--- src/rtl/tqvp_dlmiles_i2c_buserr_if.sv ---
`default_nettype none
// ============================================================================
// Module : tqvp_dlmiles_i2c_buserr_if
// Pin, control and strobe bundle between an I2C controller and the bus monitor.
// Rev    : 1.0
// ============================================================================
interface tqvp_dlmiles_i2c_buserr_if #(
   parameter int TMO_W = 8
);
   logic             scl_i;
   logic             sda_i;
   logic             scl_oe_i;
   logic             sda_oe_i;
   logic             io_chk_en_i;
   logic [TMO_W-1:0] timeout_i;
   logic [2:0]       stb_error_o;
   logic             bus_busy_o;
   logic             start_det_o;
   logic             stop_det_o;

   modport slave (
      input  scl_i, sda_i, scl_oe_i, sda_oe_i, io_chk_en_i, timeout_i,
      output stb_error_o, bus_busy_o, start_det_o, stop_det_o
   );

   modport master (
      output scl_i, sda_i, scl_oe_i, sda_oe_i, io_chk_en_i, timeout_i,
      input  stb_error_o, bus_busy_o, start_det_o, stop_det_o
   );
endinterface
`default_nettype wire

--- src/rtl/tqvp_dlmiles_i2c_buserr.sv ---
`default_nettype none
// ============================================================================
// Module : tqvp_dlmiles_i2c_buserr
// I2C bus monitor: START/STOP, busy, SCL-low timeout, IO and framing strobes.
// Define I2C_GLITCH_FILTER_EN to add a 3-sample pin glitch filter.
// Rev    : 1.0
// ============================================================================
module tqvp_dlmiles_i2c_buserr #(
   parameter int SYNC_STAGES = 2,
   parameter int TMO_W       = 8,
   parameter int PRESCALE_W  = 10
) (
   input  logic                     clk,
   input  logic                     rst,
   tqvp_dlmiles_i2c_buserr_if.slave bus
);
   localparam int CNT_W = TMO_W + PRESCALE_W;

   typedef enum logic {ST_IDLE = 1'b0, ST_BUSY = 1'b1} state_t;
   state_t state, state_nx;

   logic [SYNC_STAGES-1:0] scl_sync, sda_sync;
   logic                   scl_s, sda_s, scl_f, sda_f, scl_p, sda_p;
   logic                   scl_rise, start_c, stop_c, gen_c, io_c;
   logic                   busy, tmo_run, tmo_hit, tmo_fired;
   logic [3:0]             bit_cnt;
   logic [CNT_W-1:0]       tmo_cnt, tmo_target;
   logic                   start_det, stop_det;
   logic [2:0]             err_pipe, err_out;
   logic                   unused_scl_oe;

   // Target clock stretching is indistinguishable from our own drive here.
   assign unused_scl_oe = bus.scl_oe_i;

   always_ff @(posedge clk) begin
      if (rst) begin
         scl_sync <= '1;
         sda_sync <= '1;
      end else begin
         scl_sync <= {scl_sync[SYNC_STAGES-2:0], bus.scl_i};
         sda_sync <= {sda_sync[SYNC_STAGES-2:0], bus.sda_i};
      end
   end

   assign scl_s = scl_sync[SYNC_STAGES-1];
   assign sda_s = sda_sync[SYNC_STAGES-1];

`ifdef I2C_GLITCH_FILTER_EN
   logic [1:0] scl_hist, sda_hist;

   always_ff @(posedge clk) begin
      if (rst) begin
         scl_hist <= 2'b11;
         sda_hist <= 2'b11;
      end else begin
         scl_hist <= {scl_hist[0], scl_s};
         sda_hist <= {sda_hist[0], sda_s};
      end
   end

   // Follow the pin only when three consecutive samples agree, else hold.
   assign scl_f = (scl_hist == {2{scl_s}}) ? scl_s : scl_p;
   assign sda_f = (sda_hist == {2{sda_s}}) ? sda_s : sda_p;
`else
   assign scl_f = scl_s;
   assign sda_f = sda_s;
`endif

   always_ff @(posedge clk) begin
      if (rst) begin
         scl_p <= 1'b1;
         sda_p <= 1'b1;
      end else begin
         scl_p <= scl_f;
         sda_p <= sda_f;
      end
   end

   // SCL rising together with an SDA fall counts as both a START and a clock.
   assign scl_rise = scl_f & ~scl_p;
   assign start_c  = scl_f & sda_p & ~sda_f;
   assign stop_c   = scl_f & ~sda_p & sda_f;
   assign busy     = (state == ST_BUSY);

   always_ff @(posedge clk) begin
      if (rst) state <= ST_IDLE;
      else     state <= state_nx;
   end

   always_comb begin
      state_nx = state;
      if (start_c)     state_nx = ST_BUSY;
      else if (stop_c) state_nx = ST_IDLE;
   end

   always_ff @(posedge clk) begin
      if (rst)
         bit_cnt <= 4'd0;
      else if (start_c || stop_c)
         bit_cnt <= 4'd0;
      else if (scl_rise && busy)
         bit_cnt <= (bit_cnt == 4'd8) ? 4'd0 : bit_cnt + 4'd1;
   end

   assign gen_c = (stop_c | (start_c & busy)) & (bit_cnt != 4'd0);
   assign io_c  = scl_rise & bus.io_chk_en_i & (bus.sda_oe_i ? sda_f : ~sda_f);

   assign tmo_target = {bus.timeout_i, {PRESCALE_W{1'b0}}};
   assign tmo_run    = busy & ~scl_f & (bus.timeout_i != '0);
   assign tmo_hit    = tmo_run & ~tmo_fired & (tmo_cnt == tmo_target);

   // Counter stops below or at the target so a lowered limit never wraps into a strobe.
   always_ff @(posedge clk) begin
      if (rst || !tmo_run) begin
         tmo_cnt   <= '0;
         tmo_fired <= 1'b0;
      end else if (tmo_hit) begin
         tmo_fired <= 1'b1;
      end else if (!tmo_fired && (tmo_cnt < tmo_target)) begin
         tmo_cnt <= tmo_cnt + CNT_W'(1);
      end
   end

   // Error strobes trail the START/STOP strobes by one cycle.
   always_ff @(posedge clk) begin
      if (rst) begin
         start_det <= 1'b0;
         stop_det  <= 1'b0;
         err_pipe  <= 3'b000;
         err_out   <= 3'b000;
      end else begin
         start_det <= start_c;
         stop_det  <= stop_c;
         err_pipe  <= {tmo_hit, io_c, gen_c};
         err_out   <= err_pipe;
      end
   end

   assign bus.stb_error_o = err_out;
   assign bus.bus_busy_o  = busy;
   assign bus.start_det_o = start_det;
   assign bus.stop_det_o  = stop_det;
endmodule
`default_nettype wire

--- src/flat_wrapper.sv ---
// flat-port wrapper written by rule: the top's interface ports become plain ports
module tqvp_dlmiles_i2c_buserr_flat 
#(
   parameter int SYNC_STAGES = 2,
   parameter int TMO_W       = 8,
   parameter int PRESCALE_W  = 10
)
  (clk, rst, bus_scl_i, bus_sda_i, bus_scl_oe_i, bus_sda_oe_i, bus_io_chk_en_i, bus_timeout_i, bus_stb_error_o, bus_bus_busy_o, bus_start_det_o, bus_stop_det_o);
  tqvp_dlmiles_i2c_buserr_if #(.TMO_W(TMO_W)) bus_i ();
  input  logic clk;
  input  logic rst;
  input wire logic [$bits(bus_i.scl_i)-1:0] bus_scl_i;
  input wire logic [$bits(bus_i.sda_i)-1:0] bus_sda_i;
  input wire logic [$bits(bus_i.scl_oe_i)-1:0] bus_scl_oe_i;
  input wire logic [$bits(bus_i.sda_oe_i)-1:0] bus_sda_oe_i;
  input wire logic [$bits(bus_i.io_chk_en_i)-1:0] bus_io_chk_en_i;
  input wire logic [$bits(bus_i.timeout_i)-1:0] bus_timeout_i;
  output wire logic [$bits(bus_i.stb_error_o)-1:0] bus_stb_error_o;
  output wire logic [$bits(bus_i.bus_busy_o)-1:0] bus_bus_busy_o;
  output wire logic [$bits(bus_i.start_det_o)-1:0] bus_start_det_o;
  output wire logic [$bits(bus_i.stop_det_o)-1:0] bus_stop_det_o;
  assign bus_i.scl_i = bus_scl_i;
  assign bus_i.sda_i = bus_sda_i;
  assign bus_i.scl_oe_i = bus_scl_oe_i;
  assign bus_i.sda_oe_i = bus_sda_oe_i;
  assign bus_i.io_chk_en_i = bus_io_chk_en_i;
  assign bus_i.timeout_i = bus_timeout_i;
  assign bus_stb_error_o = bus_i.stb_error_o;
  assign bus_bus_busy_o = bus_i.bus_busy_o;
  assign bus_start_det_o = bus_i.start_det_o;
  assign bus_stop_det_o = bus_i.stop_det_o;
  tqvp_dlmiles_i2c_buserr #(.SYNC_STAGES(SYNC_STAGES), .TMO_W(TMO_W), .PRESCALE_W(PRESCALE_W)) u_core (.clk(clk), .rst(rst), .bus(bus_i));
endmodule
--- config.mk ---
export PLATFORM = sky130hd
export DESIGN_NAME = tqvp_dlmiles_i2c_buserr_flat
export DESIGN_NICKNAME = d
export VERILOG_FILES = /design/src/rtl/tqvp_dlmiles_i2c_buserr_if.sv /design/src/rtl/tqvp_dlmiles_i2c_buserr.sv /design/src/flat_wrapper.sv
export SDC_FILE = /design/constraint.sdc
export NUM_CORES = 1
export LEC_CHECK = 0
export CORE_MARGIN = 3
export CORE_UTILIZATION = 30
export DETAILED_ROUTE_END_ITERATION = 12
export PLACE_DENSITY = 0.56
export SETUP_SLACK_MARGIN = 0.4
export SLEW_MARGIN = 0
export SYNTH_ARGS = -nofsm -noshare
export SYNTH_HDL_FRONTEND = slang
export SYNTH_SLANG_ARGS = --single-unit
--- constraint.sdc ---
create_clock -name clk -period 7 [get_ports clk]
set_clock_uncertainty 0.15 [all_clocks]
set_input_delay 1.75 -clock clk [delete_from_list [all_inputs] [get_ports clk]]
set_output_delay 1.75 -clock clk [all_outputs]
set_load 0.1 [all_outputs]
Figure 1. Cell placement.
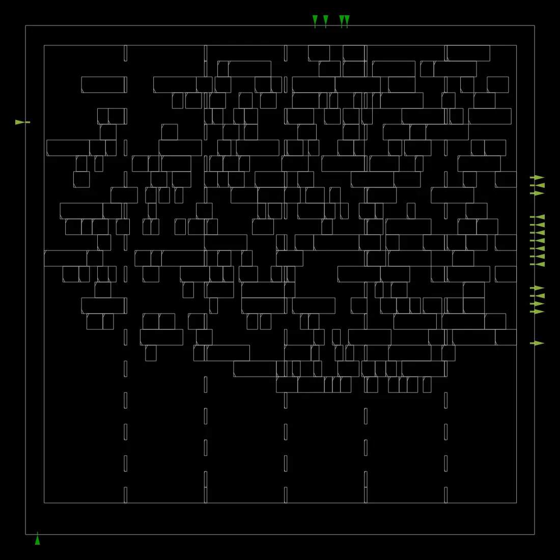
flip-flops: 38
row count: 29
post-route insts no fill: 316

Figure 2. Metal 3.
The bar under the picture is 20 um long.
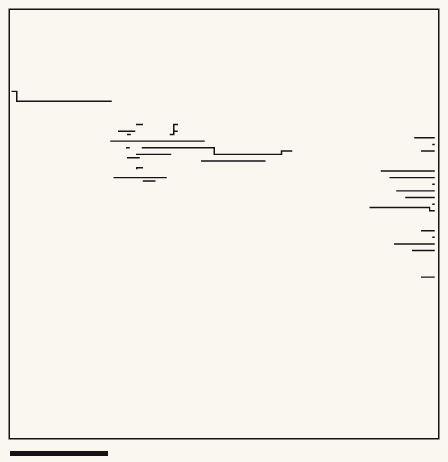
main direction: horizontal
wire length on this layer: 191 um
nets with wire on the layer: 24
share of all routed wire: 4.4%
longest straight run: 19.3 um

Figure 3. Sequential cells coloured by netlist name.
The bar under the picture is 20 um long.
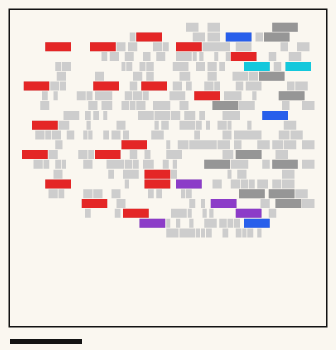
legend:
  red:
    netlist_name: `u_core.tmo_cnt`
    flops: 18
  blue:
    netlist_name: `u_core.err_pipe`
    flops: 3
  cyan:
    netlist_name: `u_core.scl_sync`
    flops: 2
  purple:
    netlist_name: `u_core.bit_cnt`
    flops: 4

==> flow_summary.ini <==
; implementation run metrics
[outcome]
status = finished, final reports clean

[detailed_routing]
drt_iter0_drc = 96
firstDrtPassIters = 5
routedWlPerCell_um = 13.9
wirelength_um = 4380
drc = 0

[grt]
grtUsageTotal_pct = 12.4
grt-ovfl-total = 0
grt_pass1_wl_um = 7620

[placement]
gp_congestion = 0.712
portBuffers = 19
hpwl_um = 3020

[floorplanning]
io_pins = 21
die-area_mm2 = 0.00770
die_height_um = 87.7

[setup_path]
r2r-start = u_core.tmo_cnt[0]
r2r_end = u_core.tmo_cnt[5]
critPathLaunchType = primary input
setup.worst_path.start = bus_timeout_i[1]
cp-end-kind = flip-flop
reg2regPathDepth = 7
crit_slowest_cell = o31ai_4
endpoint = u_core.tmo_cnt[5]

[clock_tree]
cts-buffers-inserted = 5
cts.repair.resized = 0
clkTransAtPathRegs_ps = 80
ctsHoldBuffers = 0

[timing]
hold_viol_final = 0
slew_headroom_pct = 22.4
setup_tns_ps = 0
drv_slew = 0
setup_viol = 0

[power_and_ir_drop]
ir_drop_mv = 0.0776

[logic_synthesis]
ys_seq_elements = 38
async_flop_share_pct = 0
synth.avg_cell_area_um2 = 9.11
syn-num-nets = 247

[worst_hold_path]
hold_class = reg2reg

[layout]
final_nets = 265
final_layout_size_suffix_gt1_share_pct = 10.0
diodes = 0

[flow_run]
warning_count = 29
Figure 4. Cell density map.
The die is cut into 9 by 9 equal tiles; white is low, dark blue is high, 0 to 100% covered.
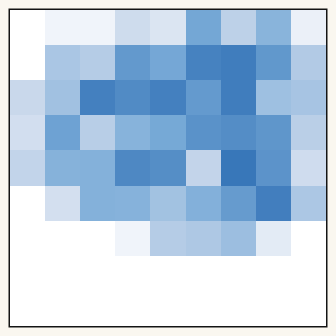
emptiest ninth of the die: lower left
nearly empty tiles: 31%
mean over tiles: 29%
fullest tile: 71%
core footprint: 0.00642 mm^2
Core Util at FP: 31.2%
Final Util: 36.3%

Figure 5. Placement by cell class.
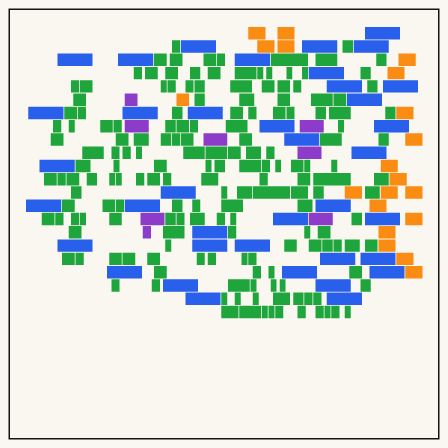
legend:
  green:
    class: remaining logic cells
    cells: 173
  blue:
    class: registers
    cells: 38
  orange:
    class: remaining buffers and delay cells
    cells: 20
  purple:
    class: clock drivers and dummy loads
    cells: 8
sequential cell area share: 32.6%
Finished Cell Area: 0.00233 mm^2

cells in the final DEF, fill, tap and decap left out, types with 11 or more instances in the layout:
cell type / instances
a21oi_1: 22
clkdlybuf4s50_1: 19
dfxtp_1: 38
ha_1: 12
inv_1: 15
nand3_1: 13
nor2_1: 11
o31ai_1: 16
or4_1: 16
power breakdown:
group	leakage, nW	internal [mW]	switching [mW]
Clock	0.0472	0.0792	0.0788
Sequential	0.307	0.218	0.00153
Combinational	0.427	0.0124	0.0144
registers in the layout, indices dropped and copies added, names as in the netlist:
name and count:
u_core.err_pipe 3, u_core.tmo_fired 1, u_core.scl_p 1, u_core.bit_cnt 4, u_core.sda_sync 2, u_core.bus.start_det_o 1, u_core.bus.bus_busy_o 1, u_core.bus.stop_det_o 1
u_core.tmo_cnt 18, u_core.scl_sync 2, u_core.sda_p 1, u_core.bus.stb_error_o 3
final cells by class:
cell class                 instances  area (um^2)
fill                             663         4090
multi-input combinational        158         1120
sequential                        38          761
timing repair buffer              20          198
tap                               77         96.3
clock buffer                       6         82.6
inverter                          15         56.3
clock inverter                     2         12.5
critical path, delay by kind of cell:
family,cells,cell delay (ps)
AND-OR/OR-AND,2,1010
AND/OR/NAND/NOR,3,750
buffers and inverters,2,630
adder cells (fa/ha/maj),1,280
stage by stage:
stage,instances,setup WS [ps]
after detailed placement,308,2210
after CTS,316,2520
after global placement,308,2280
final,316,2540
after global routing,316,2220
after floorplan,220,3390
worst min path at each step:
stage	slack, ps	to	cells past startpoint
final	280	u_core.sda_sync[1]	1
after global routing	300	u_core.scl_sync[1]	1
after CTS	280	u_core.scl_sync[1]	1
after detailed placement	260	u_core.scl_sync[1]	1
after global placement	260	u_core.sda_sync[1]	1
after floorplan	240	u_core.scl_sync[1]	1
routing by layer:
metal,global-route usage (%),wire [um],vias up
li1,-,-,862
met1,16.8,2210,791
met2,19.8,1960,37
met3,3.01,190,7
met4,2.65,19,0
met5,0,0,-
logic make-up after synthesis:
group                      after synthesis  synth area share [%]
DFF                                     38                  38.0
buffers and inverters                   24                  6.12
muxes                                    2                 0.999
adders and majority gates               12                  7.49
and+or+nand+nor                         84                  27.1
xor gates and xnor gates                 2                 0.874
AOI/OAI and AO/OA                       58                  19.5
synthesized netlist by cell type (all sizes together) (4+ instances only):
master  count  share of area, %
a21oi      24               6.2
nor2       11               2.1
or2         6               1.9
o21ai       5               1.2
nand2       6               1.1
or4        16               6.0
dfxtp      38                38
nor2b       4               1.2
ha         12               7.5
nand3      13               3.2
and2        4               1.2
o31ai      17               7.1
inv        15               2.8
and3        4               1.2
buf         4               2.4
nand4       5               1.9
clkbuf      5              0.94
Power and IR drop assume default switching activity.
